Fig. 1: sequential cells grouped by signal name
Drawn at 10 px/um. Other sequential cells in the stronger gray, the rest of the logic in the fainter gray.
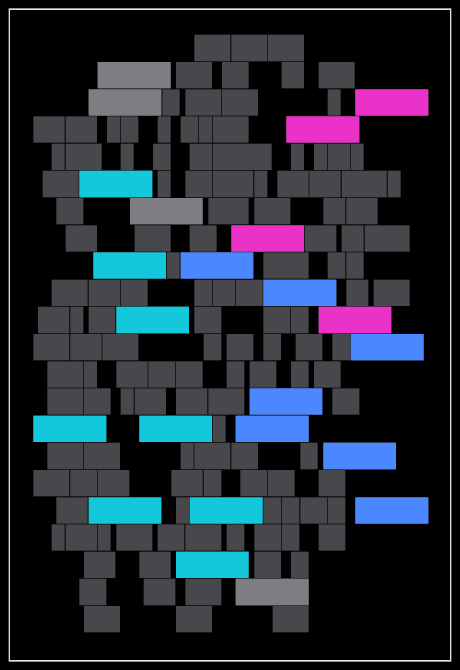
Fig. 2: placed standard cells
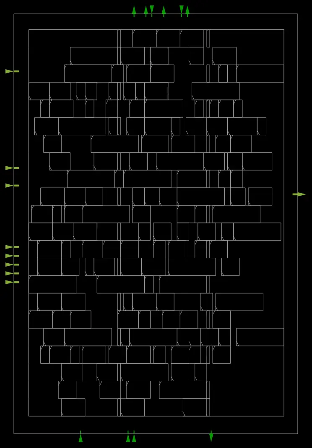
Fig. 3: routed metal, one color a layer
Drawn at 6 px/um. Only two layers are drawn.
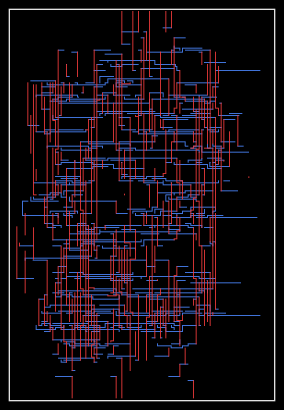
===== src/rtl/spi_shift_out_buf.sv =====
`timescale 1ns/1ps
`default_nettype none
// ============================================================================
//  Module   : spi_shift_out_buf
//  Purpose  : Parametrised SPI transmit serialiser. It has a one-word holding
//             buffer with a valid/ready handshake, so back-to-back words go out
//             with no gap. It has configurable bit order and idle level, and a
//             sticky underrun flag. Bits advance on an external one-cycle
//             strobe.
//  Revision : 1.0  initial release
// ----------------------------------------------------------------------------
//  Parameters
//    SDEPTH     word width in bits (2..32)
//    MSB_FIRST  1 = MSB shifted first, 0 = LSB shifted first
//    IDLE_BIT   level driven on SDO while no word is being shifted
//    CWIDTH     bit-counter width, 2**CWIDTH must exceed SDEPTH
//  Ports
//    SPI_Clk           single clock, all state updates on the rising edge
//    SPI_Reset         synchronous, active-high reset
//    SPI_Shift_En      one-cycle strobe: advance one bit
//    SPI_Data_In       parallel word from the source
//    SPI_Data_Valid    SPI_Data_In holds a valid word
//    SPI_Data_Ready    holding buffer can accept a word this cycle
//    SPI_Sdo           registered serial data out
//    SPI_Busy          a word is in the shift register
//    SPI_AlmostEmpty   last bit of the current word is on SDO
//    SPI_Empty         shift register and holding buffer are both empty
//    SPI_Underrun      sticky: a strobe arrived with no data to send
//    SPI_Underrun_Clr  clears SPI_Underrun (a new underrun takes priority)
// ============================================================================
module spi_shift_out_buf #(
  parameter int SDEPTH    = 8,
  parameter int MSB_FIRST = 1,
  parameter int IDLE_BIT  = 1,
  parameter int CWIDTH    = 4
) (
  input  logic              SPI_Clk,
  input  logic              SPI_Reset,
  input  logic              SPI_Shift_En,
  input  logic [SDEPTH-1:0] SPI_Data_In,
  input  logic              SPI_Data_Valid,
  output logic              SPI_Data_Ready,
  output logic              SPI_Sdo,
  output logic              SPI_Busy,
  output logic              SPI_AlmostEmpty,
  output logic              SPI_Empty,
  output logic              SPI_Underrun,
  input  logic              SPI_Underrun_Clr
);

  // --------------------------------------------------------------------------
  // Constants
  // --------------------------------------------------------------------------
  localparam logic              c_IDLE_LVL  = (IDLE_BIT != 0);
  localparam logic [CWIDTH-1:0] c_CNT_LOAD  = CWIDTH'(SDEPTH);
  localparam logic [CWIDTH-1:0] c_CNT_ONE   = CWIDTH'(1);
  localparam logic [CWIDTH-1:0] c_CNT_ZERO  = '0;
  localparam logic [SDEPTH-1:0] c_IDLE_WORD = {SDEPTH{c_IDLE_LVL}};

  typedef enum logic [0:0] {
    ST_IDLE  = 1'b0,
    ST_SHIFT = 1'b1
  } state_t;

  // --------------------------------------------------------------------------
  // State
  // --------------------------------------------------------------------------
  state_t              r_state;
  logic [CWIDTH-1:0]   r_bitCnt;     // bits of the current word still to present
  logic [SDEPTH-1:0]   r_shiftReg;   // output-end bit mirrors r_sdo
  logic [SDEPTH-1:0]   r_holdReg;
  logic                r_holdFull;
  logic                r_sdo;
  logic                r_underrun;

  // --------------------------------------------------------------------------
  // Combinational control
  // --------------------------------------------------------------------------
  logic                w_lastBit;
  logic                w_holdXfer;
  logic                w_accept;
  logic                w_underrunSet;
  logic [SDEPTH-1:0]   w_shiftNext;
  logic                w_nextOutBit;
  logic                w_loadOutBit;

  // The last bit of a word is on SDO when the counter reaches one.
  assign w_lastBit = (r_state == ST_SHIFT) && (r_bitCnt == c_CNT_ONE);

  // The buffered word moves into the shift register when the shifter is idle.
  // It also moves on the strobe that retires the last bit, so the next word
  // follows with no idle bit in between. In IDLE the load consumes any strobe
  // that arrives in the same cycle.
  assign w_holdXfer = r_holdFull & ((r_state == ST_IDLE) | (w_lastBit & SPI_Shift_En));

  // The buffer can take a new word in the same cycle it hands its word on.
  // SPI_Shift_En -> SPI_Data_Ready is the only combinational input-to-output
  // path.
  assign SPI_Data_Ready = ~r_holdFull | w_holdXfer;
  assign w_accept       = SPI_Data_Valid & SPI_Data_Ready;

  // A strobe with nothing to send: the shifter is idle and the buffer is empty.
  assign w_underrunSet  = SPI_Shift_En & (r_state == ST_IDLE) & ~r_holdFull;

  // Bit-order specific wiring. The shifter always moves toward the output end
  // and back-fills with the idle level.
  generate
    if (MSB_FIRST != 0) begin : g_msbFirst
      assign w_shiftNext  = {r_shiftReg[SDEPTH-2:0], c_IDLE_LVL};
      assign w_nextOutBit = r_shiftReg[SDEPTH-2];
      assign w_loadOutBit = r_holdReg[SDEPTH-1];
    end else begin : g_lsbFirst
      assign w_shiftNext  = {c_IDLE_LVL, r_shiftReg[SDEPTH-1:1]};
      assign w_nextOutBit = r_shiftReg[1];
      assign w_loadOutBit = r_holdReg[0];
    end
  endgenerate

  // --------------------------------------------------------------------------
  // Shifter FSM: state, counter, shift register and registered SDO
  // --------------------------------------------------------------------------
  always_ff @(posedge SPI_Clk) begin
    if (SPI_Reset) begin
      r_state    <= ST_IDLE;
      r_bitCnt   <= c_CNT_ZERO;
      r_shiftReg <= c_IDLE_WORD;
      r_sdo      <= c_IDLE_LVL;
    end else begin
      case (r_state)
        ST_IDLE: begin
          if (w_holdXfer) begin
            r_state    <= ST_SHIFT;
            r_bitCnt   <= c_CNT_LOAD;
            r_shiftReg <= r_holdReg;
            r_sdo      <= w_loadOutBit;
          end
        end

        ST_SHIFT: begin
          if (SPI_Shift_En) begin
            if (r_bitCnt != c_CNT_ONE) begin
              r_shiftReg <= w_shiftNext;
              r_sdo      <= w_nextOutBit;
              r_bitCnt   <= r_bitCnt - c_CNT_ONE;
            end else if (r_holdFull) begin
              // Seamless reload: the first bit of the next word follows the
              // last bit of this word directly.
              r_bitCnt   <= c_CNT_LOAD;
              r_shiftReg <= r_holdReg;
              r_sdo      <= w_loadOutBit;
            end else begin
              r_state    <= ST_IDLE;
              r_bitCnt   <= c_CNT_ZERO;
              r_shiftReg <= c_IDLE_WORD;
              r_sdo      <= c_IDLE_LVL;
            end
          end
        end

        default: begin
          r_state    <= ST_IDLE;
          r_bitCnt   <= c_CNT_ZERO;
          r_shiftReg <= c_IDLE_WORD;
          r_sdo      <= c_IDLE_LVL;
        end
      endcase
    end
  end

  // --------------------------------------------------------------------------
  // Holding buffer. When a word is accepted and the old word is transferred in
  // the same cycle, the buffer stays full and holds the new word.
  // --------------------------------------------------------------------------
  always_ff @(posedge SPI_Clk) begin
    if (SPI_Reset) begin
      r_holdFull <= 1'b0;
      r_holdReg  <= '0;
    end else if (w_accept) begin
      r_holdFull <= 1'b1;
      r_holdReg  <= SPI_Data_In;
    end else if (w_holdXfer) begin
      r_holdFull <= 1'b0;
    end
  end

  // --------------------------------------------------------------------------
  // Sticky underrun flag. A new underrun beats a clear in the same cycle.
  // --------------------------------------------------------------------------
  always_ff @(posedge SPI_Clk) begin
    if (SPI_Reset) begin
      r_underrun <= 1'b0;
    end else if (w_underrunSet) begin
      r_underrun <= 1'b1;
    end else if (SPI_Underrun_Clr) begin
      r_underrun <= 1'b0;
    end
  end

  // --------------------------------------------------------------------------
  // Status outputs: plain decodes of registered state
  // --------------------------------------------------------------------------
  assign SPI_Sdo         = r_sdo;
  assign SPI_Busy        = (r_state == ST_SHIFT);
  assign SPI_AlmostEmpty = w_lastBit;
  assign SPI_Empty       = (r_state == ST_IDLE) & ~r_holdFull;
  assign SPI_Underrun    = r_underrun;

endmodule
`default_nettype wire


===== config.mk =====
export PLATFORM = sky130hd
export DESIGN_NAME = spi_shift_out_buf
export DESIGN_NICKNAME = d
export VERILOG_FILES = /design/src/rtl/spi_shift_out_buf.sv
export SDC_FILE = /design/constraint.sdc
export NUM_CORES = 1
export LEC_CHECK = 0
export CAP_MARGIN = 20
export CORE_AREA = 2 2 42 63
export CTS_CLUSTER_SIZE = 20
export DETAILED_ROUTE_END_ITERATION = 7
export DIE_AREA = 0 0 44 65
export GPL_ROUTABILITY_DRIVEN = 0
export MAX_ROUTING_LAYER = met4
export PLACE_DENSITY = 0.81
export SKIP_CTS_REPAIR_TIMING = 1
export SYNTH_ARGS = -nofsm -noshare
export SYNTH_HDL_FRONTEND = slang
export SYNTH_SLANG_ARGS = --single-unit
export TNS_END_PERCENT = 50

===== constraint.sdc =====
create_clock -name SPI_Clk -period 4.1 [get_ports SPI_Clk]
set_clock_uncertainty 0.05 [all_clocks]
set_input_delay 0.41 -clock SPI_Clk [delete_from_list [all_inputs] [get_ports SPI_Clk]]
set_output_delay 0.41 -clock SPI_Clk [all_outputs]
set_load 0.005 [all_outputs]

==> GITHUB_STEP_SUMMARY <==
### Yosys + OpenROAD results

| Metric | Value |
|---|---|
| Most frequent logic cells in the routed design | 23 x dfxtp_1, 18 x a21oi_1, 18 x clkdlybuf4s50_1 |
| Post-DR vias/cell | 6.36 |
| Maximum resistive drop on vdd | 0.218 mV |
| Routed wire per std cell | 15.2 um |
| Max H-tree Level | 1 |
| Total clock sinks | 23 |
| Dominant cell type by area after synthesis | dfxtp_1 |
| Largest cells by area | dfxtp_1 36%, nor3b_1 8.8%, a21oi_1 7.1%, a41oi_1 5.5%, o311ai_1 5.5% |
| Die Height | 65 um |
| Register cell area after layout | 460 um2 |
| Yosys Chip Area | 0.00128 mm2 |
| Crit Reg-Reg Startpoint | SPI_Busy |
| Startpoint of the worst hold path | SPI_Sdo |
| Proportion of power drawn by combinational gates | 19.4% |
| Post-Synth XOR/XNOR Area | 0% |
| Final-report hold violation count | 0 |
| Clock-pin transition on the worst setup and hold timing paths | 120 ps |
| Most common cell after layout, fill and taps aside | dfxtp_1 |
| Clk Latency, worst-skew pair | 310 ps |
| Proportion of total power due to net switching | 27.5% |
| Dominant power group | registers |
| Power Combinational | 87.2 uW |
| Average cell area after synthesis | 8.81 um2 |
| Logic area | 743 um2 |
| Total Wirelength | 2720 um |
| Crit-path max FO | 10 |
| Commonest flop | dfxtp_1 |
| Most crowded layer after global routing | met2 |
| Number of buffers inserted during clock tree synthesis | 3 |
| Number of pins with negative max-slew slack in the final report | 0 |
| Total congestion overflow | 0 |
| Run status | complete, no violations |
| Met3 WL | 56 um |
| Setup crit start | r_bitCnt[0] |
| FA/HA/MAJ Cells, Area Fraction | 1.96% |
| Largest registers | r_holdReg: 8 flops, r_shiftReg: 7 flops, r_bitCnt: 4 flops |
| Global routing usage summed across all routing layers | 22.2% |
| Power density cells | 306 mW/mm2 |
| Yosys stat cell total | 145 |
| Hold-critical path endpoint | SPI_Sdo |
| Peak Freq | 347 MHz |
| CP Data Arrival Time | 2420 ps |
| Synth async-reset ratio | 0% |
| Total number of vias | 1139 |
| Die W | 44 um |
| Net Switching | 124 uW |
| Clock network power | 104 uW |
| Flops & latches, synth | 23 |
| Count of final setup violators | 0 |
| Share of the core filled by cells before placement | 54.0% |
| Share of the yosys chip area belonging to registers | 36.0% |
| Sequential fraction of design power | 57.6% |
| Via count of the first global-routing pass | 1100 |
| Final nets | 171 |
| Crit share post-route | 70.3% |
| Syn nets | 160 |
| Int Power | 326 uW |
Notes on Fig. 1 above:
- blue: r_shiftReg (sequential cells 7)
- magenta: r_bitCnt (sequential cells 4)
- cyan: r_holdReg (sequential cells 8)

Notes on Fig. 2 above:
core outline area: 0.00237 mm2
num rows: 22
number of flip-flops and latches: 23
Layout Utilization: 62.1%
post-route non-filler standard cell count: 179

Notes on Fig. 3 above:
- red: met2 (wire length 1390 um)
- blue: met1 (wire length 1250 um)

## how the worst max path moves through the flow
stage                     end  slack (ps)  cells after the start
2_1_floorplan  SPI_Data_Ready        2320                      4
3_3_place_gp   SPI_Data_Ready        1370                      4
3_5_place_dp   SPI_Data_Ready        1330                      4
4_1_cts        SPI_Data_Ready        1210                      4
5_1_grt        SPI_Data_Ready        1060                      4
6_report       SPI_Data_Ready        1220                      4
## worst max-delay path: cells and delay by family, from the launching register on
family	cells	cell delay, ps
and+or+nand+nor	2	900
DFF	1	420
adders and majority gates	1	270
buffers and inverters	1	520
## final cells by class
cell class / count / share of cell area (%)
Tap cell: 24 / 2.04
Timing Repair Buffer: 20 / 13.3
Clock buffer: 4 / 1.79
Multi-Input combinational cell: 104 / 50.6
Sequential cell: 23 / 31.3
Inverter: 4 / 1.02
No activity file was given, so power comes from the tool's default toggle rates.
